### M1 wires

Bar = 20 µm. Supply wires on this layer in grey.
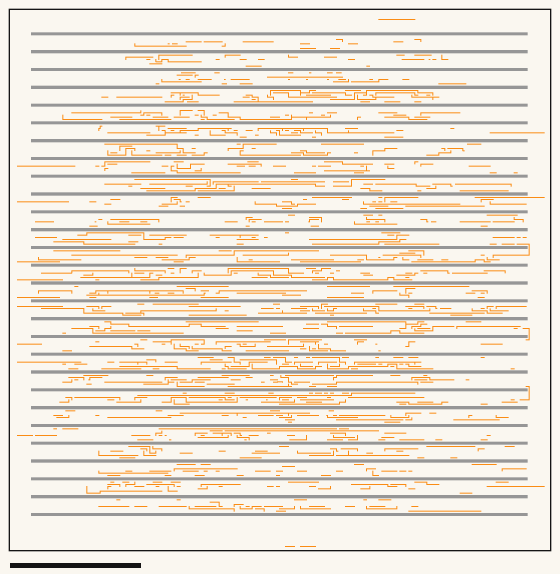
### Signal wires on met2

Bar = 20 µm.
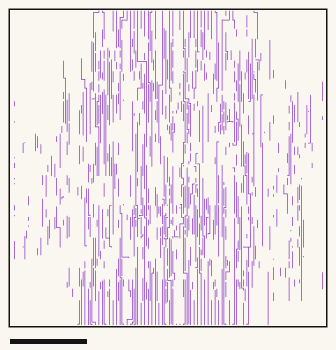
### Metal 3

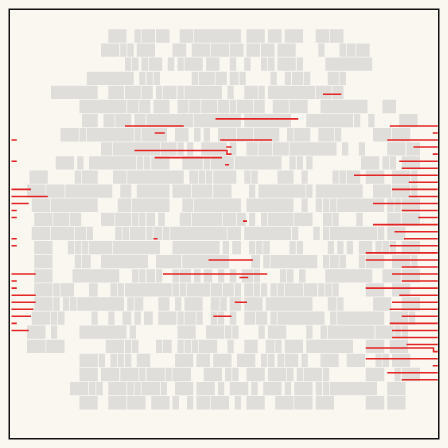
### Clock distribution

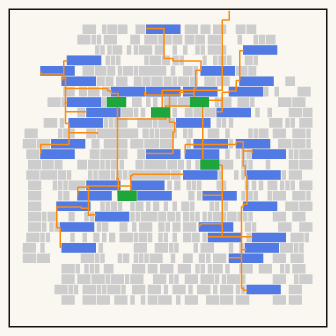
### config.mk
export PLATFORM = sky130hd
export DESIGN_NAME = ldst_seq_flat
export DESIGN_NICKNAME = d
export VERILOG_FILES = /design/src/rtl/ldst_seq_if.sv /design/src/rtl/ldst_seq.sv /design/src/flat_wrapper.sv
export SDC_FILE = /design/constraint.sdc
export NUM_CORES = 1
export LEC_CHECK = 0
export ABC_AREA = 1
export CAP_MARGIN = 40
export CORE_MARGIN = 3
export CORE_UTILIZATION = 42
export CTS_CLUSTER_SIZE = 40
export DETAILED_ROUTE_END_ITERATION = 10
export PLACE_DENSITY = 0.87
export SLEW_MARGIN = 20
export SYNTH_ARGS = -nofsm -noshare
export SYNTH_HDL_FRONTEND = slang
export SYNTH_SLANG_ARGS = --single-unit
### constraint.sdc
create_clock -name clk -period 2.2 [get_ports clk]
set_input_delay 0.44 -clock clk [delete_from_list [all_inputs] [get_ports clk]]
set_output_delay 0.44 -clock clk [all_outputs]
set_load 0.03 [all_outputs]
### src/rtl/ldst_seq_if.sv
// Issue handshake between the upstream scheduler and the ld/st sequencer.
//   issue_valid   : an ld/st instruction is offered
//   issue_ready   : sequencer accepts an issue this cycle
//   issue_control : control word of the offered instruction (bit 15 ld, bit 16 st)
//   issue_mask    : active-thread mask of the offered instruction
interface ldst_seq_if #(
  parameter int SP_PER_MP     = 8,
  parameter int CONTROL_WIDTH = 17
);
  logic                     issue_valid;
  logic                     issue_ready;
  logic [CONTROL_WIDTH-1:0] issue_control;
  logic [SP_PER_MP-1:0]     issue_mask;

  modport master (output issue_valid, output issue_control, output issue_mask,
                  input  issue_ready);
  modport slave  (input  issue_valid, input  issue_control, input  issue_mask,
                  output issue_ready);
endinterface

### src/rtl/ldst_seq.sv
// Load/store bank-conflict sequencer. Broadcasts the pending thread mask to all
// L1 banks, retires the threads each bank serviced, and repeats passes until
// every thread is done, no progress is made, or the pass budget runs out.
//   clk, rst_n      : clock, async active-low reset
//   issue           : issue handshake (slave side)
//   abort           : cancel in-flight instruction
//   bank_next_mask  : per-bank mask of threads still pending after this pass
//   cur_mask        : mask broadcast to banks (0 when idle)
//   control_out     : control broadcast to banks (0 when idle)
//   stall           : busy, hold upstream
//   wb_valid/wb_mask: load data valid for threads served by the previous pass
//   done / err      : one-cycle completion / failure pulses
//   pass_count      : passes used by the current or last instruction
//
// state  | meaning
// IDLE   | waiting for an issue; banks see zero mask/control
// ACCESS | one bank pass per cycle over the pending mask
module ldst_seq #(
  parameter int SP_PER_MP     = 8,
  parameter int CONTROL_WIDTH = 17
) (
  input  logic                       clk,
  input  logic                       rst_n,
  ldst_seq_if.slave                  issue,
  input  logic                       abort,
  input  logic [SP_PER_MP-1:0]       bank_next_mask [SP_PER_MP],
  output logic [SP_PER_MP-1:0]       cur_mask,
  output logic [CONTROL_WIDTH-1:0]   control_out,
  output logic                       stall,
  output logic                       wb_valid,
  output logic [SP_PER_MP-1:0]       wb_mask,
  output logic                       done,
  output logic                       err,
  output logic [$clog2(SP_PER_MP):0] pass_count
);
  localparam int PCW = $clog2(SP_PER_MP) + 1;

  typedef enum logic {IDLE = 1'b0, ACCESS = 1'b1} state_t;
  state_t state, state_nxt;

  logic [CONTROL_WIDTH-1:0] ctrl_q;
  logic [SP_PER_MP-1:0]     pending;
  logic [SP_PER_MP-1:0]     remaining;
  logic [SP_PER_MP-1:0]     served;
  logic                     ready;
  logic                     accept;
  logic                     is_ld, is_st;
  logic                     legal, both;
  logic                     last_pass;
  logic                     no_progress;

  assign is_ld  = issue.issue_control[15];
  assign is_st  = issue.issue_control[16];
  assign legal  = (is_ld ^ is_st) && (issue.issue_mask != '0);
  assign both   = is_ld && is_st;
  // abort wins over acceptance even though it otherwise does nothing in IDLE
  assign accept = issue.issue_valid && (state == IDLE) && !abort;
  assign issue.issue_ready = ready;

  always_comb begin
    remaining = '0;
    for (int b = 0; b < SP_PER_MP; b++) remaining = remaining | bank_next_mask[b];
    remaining = remaining & pending;
    served    = pending & ~remaining;
  end

  // the pass being executed now is the SP_PER_MP-th one
  assign last_pass   = (pass_count == PCW'(SP_PER_MP - 1));
  assign no_progress = (remaining == pending);

  always_ff @(posedge clk or negedge rst_n) begin
    if (!rst_n) state <= IDLE;
    else        state <= state_nxt;
  end

  always_comb begin
    state_nxt = state;
    case (state)
      IDLE:   if (accept && legal) state_nxt = ACCESS;
      ACCESS: if (abort || remaining == '0 || no_progress || last_pass) state_nxt = IDLE;
      default: state_nxt = IDLE;
    endcase
  end

  always_comb begin
    ready       = (state == IDLE);
    stall       = (state == ACCESS);
    cur_mask    = '0;
    control_out = '0;
    if (state == ACCESS) begin
      cur_mask    = pending;
      control_out = ctrl_q;
    end
  end

  always_ff @(posedge clk or negedge rst_n) begin
    if (!rst_n) begin
      ctrl_q     <= '0;
      pending    <= '0;
      pass_count <= '0;
      wb_valid   <= 1'b0;
      wb_mask    <= '0;
      done       <= 1'b0;
      err        <= 1'b0;
    end else begin
      done     <= 1'b0;
      err      <= 1'b0;
      wb_valid <= 1'b0;
      wb_mask  <= '0;
      case (state)
        IDLE: begin
          if (accept) begin
            if (legal) begin
              ctrl_q     <= issue.issue_control;
              pending    <= issue.issue_mask;
              pass_count <= '0;
            end else if (both) begin
              err <= 1'b1;
            end else begin
              done <= 1'b1;
            end
          end
        end
        ACCESS: begin
          if (abort) begin
            pending <= '0;
            ctrl_q  <= '0;
          end else begin
            pass_count <= pass_count + PCW'(1);
            pending    <= remaining;
            // BRAM read data appears one cycle after the pass
            if (ctrl_q[15]) begin
              wb_valid <= 1'b1;
              wb_mask  <= served;
            end
            if (remaining == '0)            done <= 1'b1;
            else if (no_progress || last_pass) err <= 1'b1;
          end
        end
        default: ;
      endcase
    end
  end
endmodule

### src/flat_wrapper.sv
// flat-port wrapper written by rule: the top's interface ports become plain ports
module ldst_seq_flat 
#(
  parameter int SP_PER_MP     = 8,
  parameter int CONTROL_WIDTH = 17
)
  (clk, rst_n, abort, bank_next_mask, cur_mask, control_out, stall, wb_valid, wb_mask, done, err, pass_count, issue_issue_valid, issue_issue_control, issue_issue_mask, issue_issue_ready);
  ldst_seq_if #(.SP_PER_MP(SP_PER_MP), .CONTROL_WIDTH(CONTROL_WIDTH)) issue_i ();
  input  logic clk;
  input  logic rst_n;
  input  logic abort;
  input  logic [SP_PER_MP-1:0] bank_next_mask[SP_PER_MP];
  output logic [SP_PER_MP-1:0] cur_mask;
  output logic [CONTROL_WIDTH-1:0] control_out;
  output logic stall;
  output logic wb_valid;
  output logic [SP_PER_MP-1:0] wb_mask;
  output logic done;
  output logic err;
  output logic [$clog2(SP_PER_MP):0] pass_count;
  input wire logic [$bits(issue_i.issue_valid)-1:0] issue_issue_valid;
  input wire logic [$bits(issue_i.issue_control)-1:0] issue_issue_control;
  input wire logic [$bits(issue_i.issue_mask)-1:0] issue_issue_mask;
  output wire logic [$bits(issue_i.issue_ready)-1:0] issue_issue_ready;
  assign issue_i.issue_valid = issue_issue_valid;
  assign issue_i.issue_control = issue_issue_control;
  assign issue_i.issue_mask = issue_issue_mask;
  assign issue_issue_ready = issue_i.issue_ready;
  ldst_seq #(.SP_PER_MP(SP_PER_MP), .CONTROL_WIDTH(CONTROL_WIDTH)) u_core (.clk(clk), .rst_n(rst_n), .issue(issue_i), .abort(abort), .bank_next_mask(bank_next_mask), .cur_mask(cur_mask), .control_out(control_out), .stall(stall), .wb_valid(wb_valid), .wb_mask(wb_mask), .done(done), .err(err), .pass_count(pass_count));
endmodule
==> results.txt <==
Implementation summary

The die is 82.5 µm wide. Per the CTS log, the buffer count on the longest clock path is 2. The worst-path cell with the longest stage delay is sky130_fd_sc_hd__buf_4. The synthesized area per cell is 7.45 µm². The endpoint of the lowest-slack register-to-register path is u_core.ctrl_q[2]. After floorplanning, the die was sized to cover 6810 µm². Post-route period utilization is reported as 0.866.

Subtracting the final worst setup slack from the clock period gives 1.91 ns. The area taken by multi-input logic gates is 1190 µm². The via count normalized by instance count is 4.68. The most frequent logic cell in the layout is sky130_fd_sc_hd__clkdlybuf4s50_1. The worst path buffer plus inverter count is 3.

The data required time reported for the critical path is 1.76 ns. After detailed placement, the total cell area comes to 3810 µm². The launch instance of the worst register-to-register path is u_core.stall.

The synthesized area is 2460 µm². In this run the number of cells on the critical path is 4. The later pin in the worst-skew pair is clocked with a latency of 0.29 ns.

The largest net degree at the start of global routing is 44. Input and output buffers added on the ports amount to 134. The initial utilization of the core area, before any placement, comes to 0.441.

The die span in y is 82.5 µm. The completed layout was analyzed and its total power is 2.39 mW. The leading cell type by number of instances after synthesis is sky130_fd_sc_hd__nand2_1. Once synthesis finished, the tally of register bits stood at 41.

The number of buffers created by CTS is 5. STA reports the tightest min-delay check as being of type input port to asynchronous set/reset pin. The clock tree synthesis step divided the H-tree into 2 levels.

The top cell types in the final layout, fill and taps aside, are sky130_fd_sc_hd__clkdlybuf4s50_1, sky130_fd_sc_hd__nand2_1, sky130_fd_sc_hd__nor2_1, sky130_fd_sc_hd__dfrtp_1. Derived from the worst setup path, the maximum achievable clock frequency is 525 MHz. The flow ran to the end, and the final reports show no timing, DRC or antenna violations.

The placement summary gives the final routability congestion estimate as 0.878. The worst reg-to-reg setup slack is 0.57 ns. According to the timing report, the critical path is launched from u_core.stall. Counting tap cells, the placed design contains a total of 533 instances.

The script computed a power per unit cell area of 606 nW/µm². TritonCTS built the clock tree. The category of the most critical setup path is flop to primary output.

In this run the standard cell core region covers 5570 µm². Counting stages on the worst path, the most repeated cell is sky130_fd_sc_hd__buf_4.
About 'M1 wires':
longest straight run	32.7 µm
nets with wire on the layer	494
main direction	horizontal
wire length on this layer	2790 µm
share of all routed wire	40%
number of vias in the routed layout: 2533
wire length after detailed routing: 6890 µm
met1 GRT Util: 0.252

About 'Signal wires on met2':
share of all routed wire	52%
main direction	vertical
longest straight run	29.9 µm
wire length on this layer	3610 µm
met2 track demand over resource in global routing: 0.378

About 'Metal 3':
share of all routed wire	6.6%
longest straight run	19.8 µm
nets with wire on the layer	66
met3 Use GR: 0.0423

About 'Clock distribution':
[flip-flops] blue | count: 41
[clock drivers] green | count: 5
[clock wires] orange | length: 483 µm
routed clock nets	6

kinds of logic after synthesis:
kind of cell | synth area share
adders and majority gates | 0.0153
DFF | 0.417
buffers and inverters | 0.0977
AOI/OAI and AO/OA | 0.130
xor gates and xnor gates | 0.00712
and+or+nand+nor | 0.333
power by group:
part | internal [mW] | switching [mW] | total [mW] | leakage (nW)
Combinational | 0.347 | 0.344 | 0.691 | 1.43
Clock | 0.451 | 0.261 | 0.712 | 0.0681
Sequential | 0.880 | 0.105 | 0.984 | 0.535
Total | 1.68 | 0.709 | 2.39 | 2.03
final cells by class:
class,count,share of cell area
Timing Repair Buffer,142,0.341
Sequential cell,41,0.260
Tap cell,72,0.0229
Clock buffer,5,0.0175
Inverter,40,0.0387
Clock inverter,3,0.0165
Multi-Input combinational cell,238,0.303
Power is estimated from default activity; no workload was simulated.
